$ cat src/rtl/adc_spi_config_master.sv
// rtl/adc_spi_config_master.sv - SPI mode-0 master that writes 16-bit config words to the ADCs and captures the MISO reply
module adc_spi_config_master #(
  parameter int SIZE_BIT         = 16,
  parameter int SIZE_SPI_CS      = 3,
  parameter int SIZE_BIT_COUNTER = 6,
  parameter int CLK_DIV          = 4
) (
  input  logic                   clk,
  input  logic                   reset,
  input  logic                   start,
  input  logic [SIZE_SPI_CS-1:0] cs_mask,
  input  logic [SIZE_BIT-1:0]    wr_data,
  output logic                   busy,
  output logic                   done,
  output logic [SIZE_BIT-1:0]    rd_data,
  output logic                   spi_sclk,
  output logic                   spi_mosi,
  output logic [SIZE_SPI_CS-1:0] spi_cs_n,
  input  logic                   spi_miso
);

  typedef enum logic [1:0] {IDLE, SHIFT_LOW, SHIFT_HIGH, HOLD} state_t;

  localparam logic [7:0]                  DIV_LAST = 8'(CLK_DIV - 1);
  localparam logic [SIZE_BIT_COUNTER-1:0] BIT_LAST = SIZE_BIT_COUNTER'(SIZE_BIT - 1);

  state_t                      state, state_next;
  logic [7:0]                  div_cnt, div_cnt_next;
  logic [SIZE_BIT_COUNTER-1:0] bit_cnt, bit_cnt_next;
  logic [SIZE_BIT-1:0]         tx_reg, tx_next;
  logic [SIZE_BIT-1:0]         rx_reg, rx_next;
  logic [SIZE_SPI_CS-1:0]      mask_reg, mask_next;
  logic [SIZE_BIT-1:0]         rd_next;
  logic                        done_next;
  logic                        div_wrap;

  assign div_wrap = (div_cnt == DIV_LAST);

  always_ff @(posedge clk or posedge reset) begin
    if (reset) state <= IDLE;
    else       state <= state_next;
  end

  always_comb begin
    state_next   = state;
    div_cnt_next = div_cnt;
    bit_cnt_next = bit_cnt;
    tx_next      = tx_reg;
    rx_next      = rx_reg;
    mask_next    = mask_reg;
    rd_next      = rd_data;
    done_next    = 1'b0;
    case (state)
      IDLE: begin
        if (start && (|cs_mask)) begin
          tx_next      = wr_data;
          mask_next    = cs_mask;
          bit_cnt_next = BIT_LAST;
          div_cnt_next = 8'd0;
          state_next   = SHIFT_LOW;
        end
      end
      SHIFT_LOW: begin
        if (div_wrap) begin
          div_cnt_next = 8'd0;
          // MISO is captured on the same edge that raises SCLK
          rx_next      = {rx_reg[SIZE_BIT-2:0], spi_miso};
          state_next   = SHIFT_HIGH;
        end else begin
          div_cnt_next = div_cnt + 8'd1;
        end
      end
      SHIFT_HIGH: begin
        if (div_wrap) begin
          div_cnt_next = 8'd0;
          if (bit_cnt == '0) begin
            state_next = HOLD;
          end else begin
            bit_cnt_next = bit_cnt - 1'b1;
            tx_next      = {tx_reg[SIZE_BIT-2:0], 1'b0};
            state_next   = SHIFT_LOW;
          end
        end else begin
          div_cnt_next = div_cnt + 8'd1;
        end
      end
      HOLD: begin
        if (div_wrap) begin
          div_cnt_next = 8'd0;
          done_next    = 1'b1;
          rd_next      = rx_reg;
          state_next   = IDLE;
        end else begin
          div_cnt_next = div_cnt + 8'd1;
        end
      end
      default: state_next = IDLE;
    endcase
  end

  // Pin outputs are registered from the next-state view so they line up with the state
  always_ff @(posedge clk or posedge reset) begin
    if (reset) begin
      div_cnt  <= 8'd0;
      bit_cnt  <= '0;
      tx_reg   <= '0;
      rx_reg   <= '0;
      mask_reg <= '0;
      busy     <= 1'b0;
      done     <= 1'b0;
      rd_data  <= '0;
      spi_sclk <= 1'b0;
      spi_mosi <= 1'b0;
      spi_cs_n <= '1;
    end else begin
      div_cnt  <= div_cnt_next;
      bit_cnt  <= bit_cnt_next;
      tx_reg   <= tx_next;
      rx_reg   <= rx_next;
      mask_reg <= mask_next;
      busy     <= (state_next != IDLE);
      done     <= done_next;
      rd_data  <= rd_next;
      spi_sclk <= (state_next == SHIFT_HIGH);
      spi_mosi <= (state_next == IDLE) ? 1'b0 : tx_next[SIZE_BIT-1];
      spi_cs_n <= (state_next == IDLE) ? '1 : ~mask_next;
    end
  end

endmodule

$ cat config.mk
export PLATFORM = sky130hd
export DESIGN_NAME = adc_spi_config_master
export DESIGN_NICKNAME = d
export VERILOG_FILES = /design/src/rtl/adc_spi_config_master.sv
export SDC_FILE = /design/constraint.sdc
export NUM_CORES = 1
export LEC_CHECK = 0
export CELL_PAD_IN_SITES_DETAIL_PLACEMENT = 0
export CELL_PAD_IN_SITES_GLOBAL_PLACEMENT = 2
export CORE_MARGIN = 3
export CORE_UTILIZATION = 39
export CTS_CLUSTER_DIAMETER = 200
export DETAILED_ROUTE_END_ITERATION = 10
export GPL_ROUTABILITY_DRIVEN = 1
export HOLD_SLACK_MARGIN = 0.02
export PLACE_DENSITY_LB_ADDON = 0.1
export SYNTH_ARGS = -nofsm -noshare
export SYNTH_HDL_FRONTEND = slang
export SYNTH_SLANG_ARGS = --single-unit
$ cat constraint.sdc
create_clock -name clk -period 3.4 [get_ports clk]
set_input_delay 0.51 -clock clk [delete_from_list [all_inputs] [get_ports clk]]
set_output_delay 0.51 -clock clk [all_outputs]
set_load 0.02 [all_outputs]
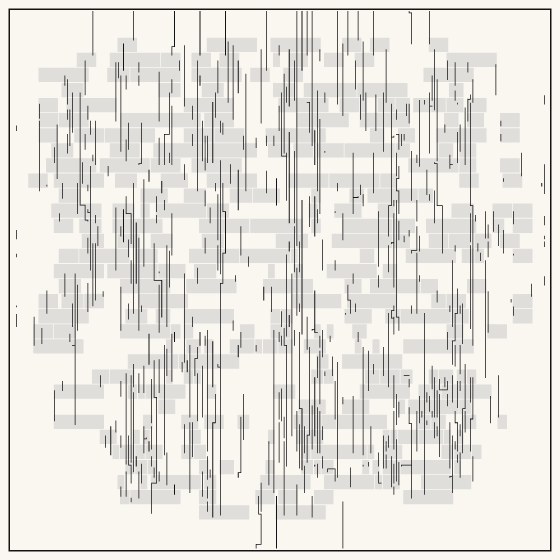
Fig. 1. Met2 routing (run 1).
share of all routed wire = 44%
longest straight run = 42.2 um

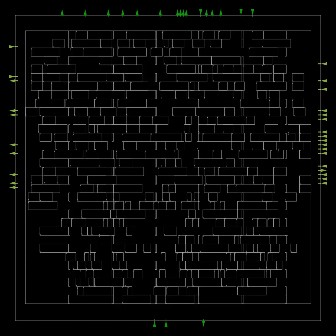
Fig. 2. Cell outlines without signal wires (run 1).
Std-Cell Rows: 32
seq_cells: 74
fin util: 51.0%
flop share of the area: 45.9%
# Taps: 102

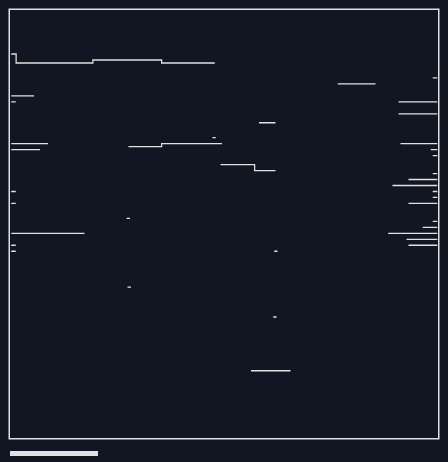
Fig. 3. Metal 3 (run 1).
The bar under the picture is 20 um long.
share of all routed wire = 3.4%
main direction = horizontal
nets with wire on the layer = 30
longest straight run = 17.5 um
wire length on this layer = 224 um

==> GITHUB_STEP_SUMMARY, run 1 <==
### Yosys + OpenROAD results

| Metric | Value |
|---|---|
| Clock tree buffer depth | 2 |
| Cell type with the largest total area | dfrtp_1 |
| Drt wl/cell | 15.7 um |
| Top cell type's share of synthesized area | 54.5% |
| Worst skew pair latency | 0.34 ns |
| Layout cells sized above 1 | 20.2% |
| Unrepaired setup endpoints after global routing | no |
| CP Capture Type | flop |
| Worst-margin pin slew | 0.975 ns |
| Final Max-Slew Violation Tally | 0 |
| Rel. slew slack | 34.1% |
| Arrival time worst endpoint | 2.82 ns |
| Design Area, Final | 0.00404 mm^2 |
| Clock Pin Slew Worst Setup and Hold Paths | 0.08 ns |
| Simple Share, Synth | 9.33% |
| Initial antenna violation count | 0 |
| Via count | 2175 |
| Detail Route Antenna Nets | 0 |
| Net count after synthesis | ~290 |
| Setup Buffers After CTS | 0 |
| Final hold vios | 0 |
| Final TNS setup | 0 ns |
| Top Layout Cells | 71 x dfrtp_1, 45 x clkdlybuf4s50_1, 28 x mux2_2, 15 x o21ai_0, 15 x a22o_1 |
| Number of remaining DRC errors | 0 |
| Count of tool warnings | 26 |
| Ys cells | 261 |
| Overflow after GRT | 0 |
| Placed instance area | 0.00382 mm^2 |
| Detailed placement HPWL | 4530 um |
| Peak ir drop on the vdd network | 0.000206 V |
| Iter 0 DRT Violations | 63 |
| Yosys stat area | 0.00326 mm^2 |
| Global-route total usage across every layer | between 10% and 20% |
| MUX share of area | around 14% |
| Power Density | 425 mW/mm^2 |
| GP Congestion | 0.768 |
| Pre-Place Util | 41.1% |
| Achievable frequency | 389 MHz |
| PortBufs | 45 |
| Drt via density | 5.19 |
| Yosys aoi share | 15.0% |
| Status | complete, no violations |
| Drt pass-1 iters | 4 |
| Tightest Hold Check Type | reg2reg |
| Synth Seq Share | 57.0% |
| Area share of fa/ha/maj cells after synthesis | 0.768% |
| Post-CTS Resized | 0 |
| CP required | 3.65 ns |
-- run 1: worst paths after layout --
kind / startpoint / endpoint / slack (ns)
max reg2reg: div_cnt[0] / bit_cnt[5] / 0.83
min: tx_reg[12] / tx_reg[12] / 0.48
max in group asynchronous: reset / spi_cs_n[0] / 2.11
min in group asynchronous: reset / done / 0.57
min reg2reg: tx_reg[12] / tx_reg[12] / 0.48
max: div_cnt[0] / bit_cnt[5] / 0.83
-- run 1: synthesized netlist by cell type (all sizes together) --
library cell,n
nor2b,2
a21oi,7
dfstp,3
o211ai,1
inv,11
a22o,15
nor2,12
o31a,1
a211o,1
and4,1
dfrtp,71
nand2,12
a211oi,2
nor4,1
and2,3
nor4b,1
or4,2
a2bb2oi,2
nand4,3
clkbuf,5
buf,6
nor3,3
a2111oi,1
mux2,36
a21o,14
mux2i,3
o22ai,2
nor3b,2
xnor2,1
a221o,1
or3,4
or4b,1
o21ai,15
and3,3
nand2b,1
ha,2
a31oi,4
o311ai,1
nand3,5
-- run 1: critical path, stage by stage, from the launching register on --
cell,delay [ns]
dfrtp_1,0.39
ha_1,0.24
nor4b_1,0.81
nand3_1,0.32
or4_1,0.57
a21oi_1,0.16
-- run 1: metal layers --
metal  up-vias  track usage (%)  share of wire [%]  routed length, um
li1       1060                -                  -                  -
met4         0             4.79                1.4                 93
met2        41             21.2                 44               2900
met5         -                0                  0                  0
met1      1065             22.1                 51               3380
met3         9             2.94                3.4                224
-- run 1: stage by stage --
step	instances	setup slack (ns)	total power, W	utilization [%]	hold slack (ns)
6_report	419	0.830	0.00172	51.0	0.480
5_1_grt	419	0.653	0.00179	51.0	0.488
4_1_cts	419	0.818	0.00175	51.0	0.483
3_5_place_dp	403	0.839	0.000999	48.2	0.466
3_3_place_gp	403	0.861	0.000999	48.2	0.459
2_1_floorplan	261	1.01	0.000955	-	0.449
-- run 1: cell type report --
class	instances	area, um^2
inverters	11	41.3
well taps	102	128
clock buffers	10	128
repair buffers	51	508
flip-flops and latches	74	1860
clock inverters	6	90.1
fillers	731	3890
multi-input cells	165	1290
-- run 1: logic make-up after synthesis --
logic type      Yosys count
compound gates           67
xor+xnor                  1
fa+ha+maj                 2
buf+inv                  22
flops                    74
mux                      39
simple gates             56
-- run 1: report_power, final --
group	internal [W]	switching (W)	total, W
sequential	0.000891	0.0000120	0.000903
clock	0.000416	0.000323	0.000739
combinational	0.0000412	0.0000359	0.0000772
==> run 2: changes to the inputs <==
--- a/config.mk
+++ b/config.mk
@@ -8,7 +8,7 @@
 export CELL_PAD_IN_SITES_DETAIL_PLACEMENT = 0
 export CELL_PAD_IN_SITES_GLOBAL_PLACEMENT = 2
 export CORE_MARGIN = 3
-export CORE_UTILIZATION = 39
+export CORE_UTILIZATION = 37
 export CTS_CLUSTER_DIAMETER = 200
 export DETAILED_ROUTE_END_ITERATION = 10
 export GPL_ROUTABILITY_DRIVEN = 1
==> constraint.sdc (replaced) <==
create_clock -name clk -period 2.5 [get_ports clk]
set_input_delay 0.375 -clock clk [delete_from_list [all_inputs] [get_ports clk]]
set_output_delay 0.375 -clock clk [all_outputs]
set_load 0.02 [all_outputs]
==> GITHUB_STEP_SUMMARY, run 2 <==
### Yosys + OpenROAD results

| Metric | Value |
|---|---|
| CTS H-tree lvls | 3 |
| Synth warnings | 0 |
| Io pins | 46 |
| Reg2Reg Setup Slack | 0.23 ns (-0.60 ns) |
| Pre-Place Util | 38.9% (-2.2 points) |
| Final Cycle Share | 90.9% |
| # diodes | 0 |
| Detailed placement HPWL | 4480 um (-1.1%) |
| Total of max-cap violations | 0 |
| Overflow after GRT | 0 (unchanged) |
| Syn Area/Cell | 12.5 um^2 |
| Post-synth EDFFs | 0 (unchanged) |
| Final TNS setup | 0 ns (unchanged) |
| PortBufs | 45 (unchanged) |
| Yosys stat area | 0.00326 mm^2 (unchanged) |
| Vias in the first global route | 2218 |
| GP Congestion | 0.725 (-5.6%) |
| Post-CTS Resized | 0 (unchanged) |
| Cell with the most instances after synthesis | dfrtp_1 |
| Top Layout Cells | 71 x dfrtp_1, 45 x clkdlybuf4s50_1, 28 x mux2_2, 15 x o21ai_0, 15 x a22o_1 |
| Ys cells | 261 (unchanged) |
| Rel. slew slack | 55.0% (+21 points) |
| Combinational power share | 4.7% (+0.2 points) |
| CP Capture Type | flop |
| Drt wl/cell | 15.9 um (+1.0%) |
| Pin count of the biggest net entering global routing | 75 |
| Top cells by count | 71 x dfrtp_1, 28 x mux2_2, 15 x a22o_1, 15 x o21ai_0, 14 x a21o_1 |
| CTS sink cnt | approximately 74 |
| Cell type with the largest total area | dfrtp_1 |
| Status | complete, no violations |
| Crit Path Class | reg2reg |
| Leak | 1.96 nW |
| Worst skew pair latency | 0.35 ns (about the same) |
| Power Density | 553 mW/mm^2 (+30%) |
| Die Y | about 100 um |
| Clock share of power | 41.0% (-2.0 points) |
| Top cell type's share of synthesized area | 54.5% (unchanged) |
| Setup Buffers After CTS | 0 (unchanged) |
| Final hold vios | 0 (unchanged) |
| Prevailing post-synth register cell | dfrtp_1 |
| Synth Seq Share | 57.0% (unchanged) |
| Detail Route Antenna Nets | 0 (unchanged) |
| Iter 0 DRT Violations | 76 (+21%) |
| Sequential share of power | 54.3% (+1.8 points) |
| Layout cells sized above 1 | 21.9% (+1.7 points) |
| Global-route total usage across every layer | 14.7% (-0.033 points) |
| Die width | 99.8 um |
| Tightest Hold Check Type | in2async |
| CTS root buf | clkbuf_8 |
| Hold WS | 0.404 ns (-0.0751 ns) |
| Peak ir drop on the vdd network | 0.000273 V (+32%) |
| CP Max Fanout | 6 |
| Count of cell types in the netlist | between 40 and 50 |
| Core Box Area | 0.00838 mm^2 |
| Post-layout net count | approximately 340 |
| Clock Pin Slew Worst Setup and Hold Paths | 0.09 ns (about the same) |
| Post-synth area hogs | dfrtp_1 55%, mux2_2 9.7%, a22o_1 4.0% |
| Layout area overhead | 25.4% |
| Drt via density | 5.09 (-1.9%) |
| Dominant logic cell type in the layout | dfrtp_1 |
| Arrival time worst endpoint | 2.54 ns (-0.28 ns) |
| Drt pass-1 iters | 4 (unchanged) |
| Clock tree buffer depth | 2 (unchanged) |
| Worst-margin pin slew | 0.676 ns (-0.300 ns) |
| Initial antenna violation count | 0 (unchanged) |
| Number of remaining DRC errors | 0 (unchanged) |
| FFs w/ async S/R, synth | 100% (unchanged) |
| R2R cell count | 6 |
| Net count after synthesis | 286 (unchanged) |
| Sw frac | 23.4% (+1.8 points) |
| Count of tool warnings | 26 (unchanged) |
| Place WS | 0.211 ns (-0.628 ns) |
| Setup ws final | 0.228 ns (-0.601 ns) |
| Worst Clk Skew | 0.0125 ns |
| CP required | 2.76 ns (-0.89 ns) |
| Sw Pwr | 0.000528 W (+42%) |
| Achievable frequency | 440 MHz (+13%) |
| Internal power | 0.00173 W (+28%) |
| Final Max-Slew Violation Tally | 0 (unchanged) |
| Unrepaired setup endpoints after global routing | no |
## run 2: worst paths after layout
path,start,to
min reg2reg,tx_reg[5],tx_reg[5]
max in group asynchronous,reset,spi_cs_n[1]
min in group clk,tx_reg[5],tx_reg[5]
max,div_cnt[0],spi_mosi
min,reset,tx_reg[5]
max reg2reg,div_cnt[0],spi_mosi
## run 2: logic make-up (layout without fill, tap and decap cells)
logic type | count (synthesis) | in the layout | share of synthesized area [%]
flip-flops | 74 | 74 | 57.0
AND-OR/OR-AND | 67 | 67 | 15.0
AND/OR/NAND/NOR | 56 | 56 | 9.33
multiplexers | 39 | 39 | 14.3
buffers and inverters | 22 | 85 | 3.42
adder cells (fa/ha/maj) | 2 | 2 | 0.768
XOR/XNOR | 1 | 1 | 0.269
## run 2: layout make-up
type / instances / area, um^2
fillers: 793 / 4300
multi-input cells: 165 / 1290
clock buffers: 10 / 128
well taps: 105 / 131
repair buffers: 58 / 573
clock inverters: 6 / 66.3
flip-flops and latches: 74 / 1860
inverters: 11 / 41.3
## run 2: power by group through the flow
stage                      logic, W  registers, W  clock network, W
after floorplan           0.0000528       0.00125                 0
after global placement     0.000108       0.00125                 0
after detailed placement   0.000108       0.00125                 0
after CTS                  0.000109       0.00123          0.000959
after global routing       0.000121       0.00123           0.00101
final                      0.000106       0.00123          0.000925
## run 2: stage by stage
step,cells,power (W),area [um^2],utilization (%)
floorplan,261,0.00130,3260,-
global route,429,0.00237,4090,48.8
finish,429,0.00226,4090,48.8
global placement,413,0.00136,3890,46.4
CTS,429,0.00229,4090,48.8
detailed placement,413,0.00136,3890,46.4
## run 2: worst max-delay path, cell delays in order (launching register included)
cell and delay (ns):
dfrtp_1 0.38, ha_1 0.24, or4b_1 0.48, buf_4 0.18, a211oi_1 0.40, mux2_2 0.40
a31oi_1 0.12
## run 2: metal layers
layer	vias to the layer above	GRT usage, %	routed length [um]
li1	1068	-	-
met1	1071	21.4	3530
met2	37	21.0	2940
met3	8	3.41	245
met4	0	5.99	108
met5	-	0	0
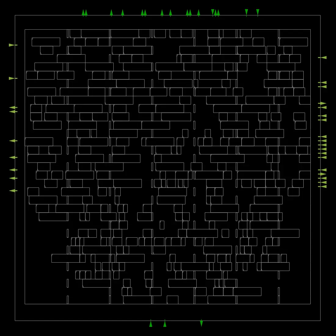
Fig. 4. Cell outlines without signal wires (run 2).
flop share of the area: 45.4%
fillcell total: 793
fin util: 48.8%
# Taps: 105
Std-Cell Rows: 33

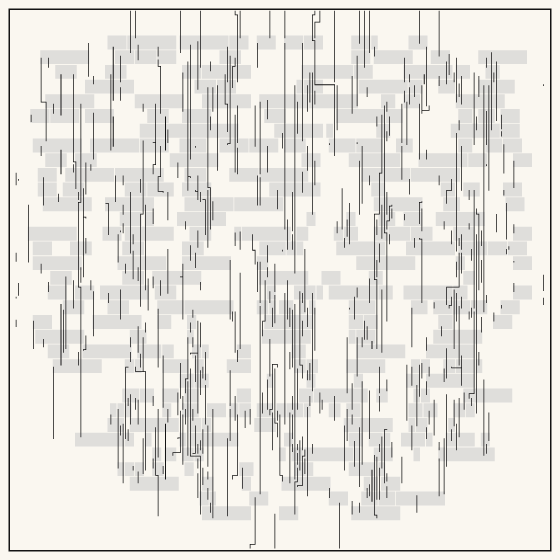
Fig. 5. Met2 routing (run 2).
via count: 2184
final wirelength: 6820 um
met2 global-route usage: 21.0%

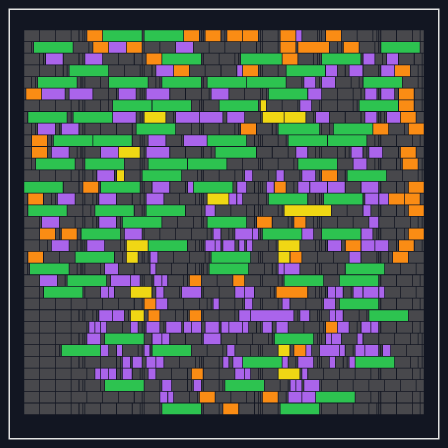
Fig. 6. Placement by cell class (run 2).
Fill, decap, tap and diode cells in grey.
orange -> other buffers and delay cells  # cells 58, share of their area 14%
green -> flip-flops  # cells 74, share of their area 47%
yellow -> clock drivers and dummy loads  # cells 16, share of their area 4.9%
purple -> all other logic  # cells 176, share of their area 34%

==> run 3: changes to the inputs <==
--- a/config.mk
+++ b/config.mk
@@ -14,6 +14,7 @@
 export GPL_ROUTABILITY_DRIVEN = 1
 export HOLD_SLACK_MARGIN = 0.02
 export PLACE_DENSITY_LB_ADDON = 0.1
+export RECOVER_POWER = 50
 export SYNTH_ARGS = -nofsm -noshare
 export SYNTH_HDL_FRONTEND = slang
 export SYNTH_SLANG_ARGS = --single-unit
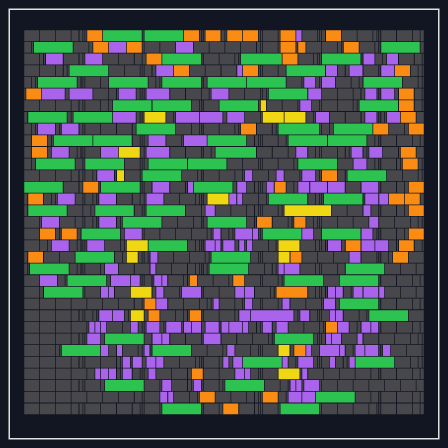
Fig. 7. Placement by cell class (run 3).
Fill, decap, tap and diode cells in grey.
green -> flip-flops  # cells 74, share of their area 47%
orange -> other buffers and delay cells  # cells 58, share of their area 14%
purple -> all other logic  # cells 176, share of their area 34%
yellow -> clock drivers and dummy loads  # cells 16, share of their area 4.9%

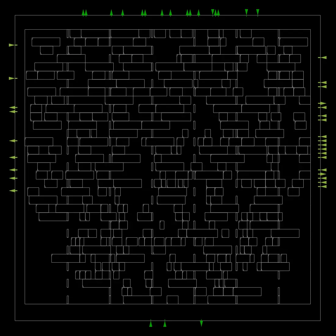
Fig. 8. Cell outlines without signal wires (run 3).
fillcell total: 795
Core Box Area: 0.00838 mm^2

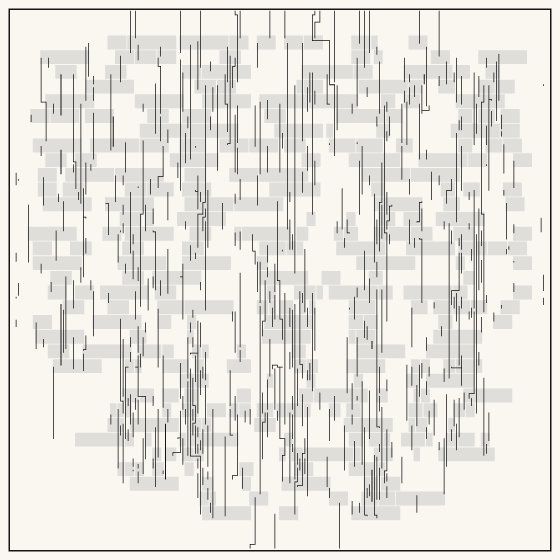
Fig. 9. Met2 routing (run 3).
longest straight run = 34.7 um
wire length on this layer = 2980 um
share of all routed wire = 44%

==> GITHUB_STEP_SUMMARY, run 3 <==
### Yosys + OpenROAD results

| Metric | Value |
|---|---|
| Power Density | 554 mW/mm^2 (+0.14%) |
| Syn Area/Cell | 12.5 um^2 (unchanged) |
| Status | finished with violations |
| Std-Cell Rows | 33 (unchanged) |
| Setup Buffers After CTS | 0 (unchanged) |
| Top cells by count | 71 x dfrtp_1, 28 x mux2_2, 15 x a22o_1, 15 x o21ai_0, 14 x a21o_1 |
| Iter 0 DRT Violations | 79 (+3.9%) |
| Cell type with the largest total area | dfrtp_1 |
| Count of cell types in the netlist | 44 (unchanged) |
| Final Cycle Share | 90.9% (about the same) |
| Clock Pin Slew Worst Setup and Hold Paths | 0.09 ns (about the same) |
| Design Area, Final | 0.00407 mm^2 (-0.43%) |
| Clock tree buffer depth | 2 (unchanged) |
| CTS sink cnt | 74 (unchanged) |
| Final hold vios | 0 (unchanged) |
| PortBufs | 45 (unchanged) |
| Die width | 99.8 um (unchanged) |
| Combinational power share | 4.6% (about the same) |
| Io pins | 46 (unchanged) |
| Pre-Place Util | 38.9% (unchanged) |
| Final wirelength | 6770 um (-0.78%) |
| Overflow after GRT | 0 (unchanged) |
| Post-layout net count | 344 (unchanged) |
| Count of tool warnings | 26 (unchanged) |
| Xor/xnor share | 0.269% (unchanged) |
| CTS root buf | clkbuf_8 |
| Layout cells sized above 1 | 21.6% (-0.31 points) |
| Final TNS setup | 0 ns (unchanged) |
| Peak ir drop on the vdd network | 0.000271 V (-0.73%) |
| CP Max Fanout | 6 (unchanged) |
| Dominant logic cell type in the layout | dfrtp_1 |
| Total of max-cap violations | 1 (+1) |
| Achievable frequency | 440 MHz (about the same) |
| Max incr delay on CP | 0.48 ns (about the same) |
| Prevailing post-synth register cell | dfrtp_1 |
| Synth Seq Share | 57.0% (unchanged) |
| Tightest Hold Check Type | reg2reg |
| Cell with the most instances after synthesis | dfrtp_1 |
| Yosys stat area | 0.00326 mm^2 (unchanged) |
| Failing checks | max-capacitance violations, max-slew violations |
| Sw Pwr | 0.000524 W (-0.70%) |
| WP buf/inv | 1 (unchanged) |
| Arrival time worst endpoint | 2.54 ns (about the same) |
| Post-CTS Resized | 0 (unchanged) |
| Worst-margin pin slew | 1.82 ns (+1.14 ns) |
| CP required | 2.77 ns (about the same) |
| # diodes | 0 (unchanged) |
| Worst skew pair latency | 0.35 ns (about the same) |
| Top Layout Cells | 71 x dfrtp_1, 35 x clkdlybuf4s50_1, 28 x mux2_2, 15 x o21ai_0, 15 x a22o_1 |
| Yosys aoi share | 15.0% (unchanged) |
| Number of remaining DRC errors | 0 (unchanged) |
| Net count after synthesis | 286 (unchanged) |
| Crit-path leading delay family | AND-OR/OR-AND gates |
| Post-synth EDFFs | 0 (unchanged) |
| CP Capture Type | flop |
| Final Max-Slew Violation Tally | 75 (+75) |
## run 3: cell count changes in the layout (fill, tap and decap cells not counted), sizes merged
cell           delta
clkbuf            +2
dlygate4sd3      +10
clkdlybuf4s50    -10
inv               -1
clkinv            +1
buf               -2
## run 3: kinds of logic after synthesis
family | after synthesis
DFF | 74
AOI/OAI and AO/OA | 67
and+or+nand+nor | 56
muxes | 39
buffers and inverters | 22
adders and majority gates | 2
xor gates and xnor gates | 1
## run 3: layout make-up
cell class,count,area [um^2]
timing repair buffer,58,556
inverter,11,41.3
multi-input combinational,165,1290
fill,795,4310
clock inverter,6,66.3
clock buffer,10,128
sequential,74,1860
tap,105,131
## run 3: power groups by stage
stage	combinational (W)	sequential, W	clock [W]
final	0.000103	0.00123	0.000923
after detailed placement	0.000108	0.00125	0
after global routing	0.000118	0.00123	0.00101
after global placement	0.000108	0.00125	0
after floorplan	0.0000528	0.00125	0
after CTS	0.000109	0.00123	0.000959
## run 3: metal layers
| metal | wire length, um | up-vias |
|---|---|---|
| li1 | - | 1068 |
| met4 | 108 | 0 |
| met2 | 2980 | 42 |
| met3 | 262 | 8 |
| met1 | 3410 | 1082 |
| met5 | 0 | - |
## run 3: stage by stage
step | instances | utilization, % | setup WS [ns]
after detailed placement | 413 | 46.4 | 0.211
after floorplan | 261 | - | 0.186
after global placement | 413 | 46.4 | 0.226
after global routing | 429 | 48.5 | 0.0612
final | 429 | 48.5 | 0.226
after CTS | 429 | 48.8 | 0.198
## run 3: worst register-to-register path: stages, from the launching register on
cell      delay (ns)
dfrtp_1         0.38
ha_1            0.24
or4b_1          0.48
buf_4           0.18
a211oi_1        0.40
mux2_2          0.40
a31oi_1         0.12
## run 3: path summary, 6_finish.rpt
| path | cells after the start | to | start | slack [ns] |
|---|---|---|---|---|
| setup / recovery | 6 | spi_mosi | div_cnt[0] | 0.23 |
| hold / removal | 1 | tx_reg[5] | tx_reg[5] | 0.48 |
| setup reg to reg | 6 | spi_mosi | div_cnt[0] | 0.23 |
| hold reg to reg | 1 | tx_reg[5] | tx_reg[5] | 0.48 |
| max in group asynchronous | 3 | rx_reg[7] | reset | 0.46 |
| min in group asynchronous | 3 | tx_reg[5] | reset | 0.96 |
Power is estimated from default activity; no workload was simulated.
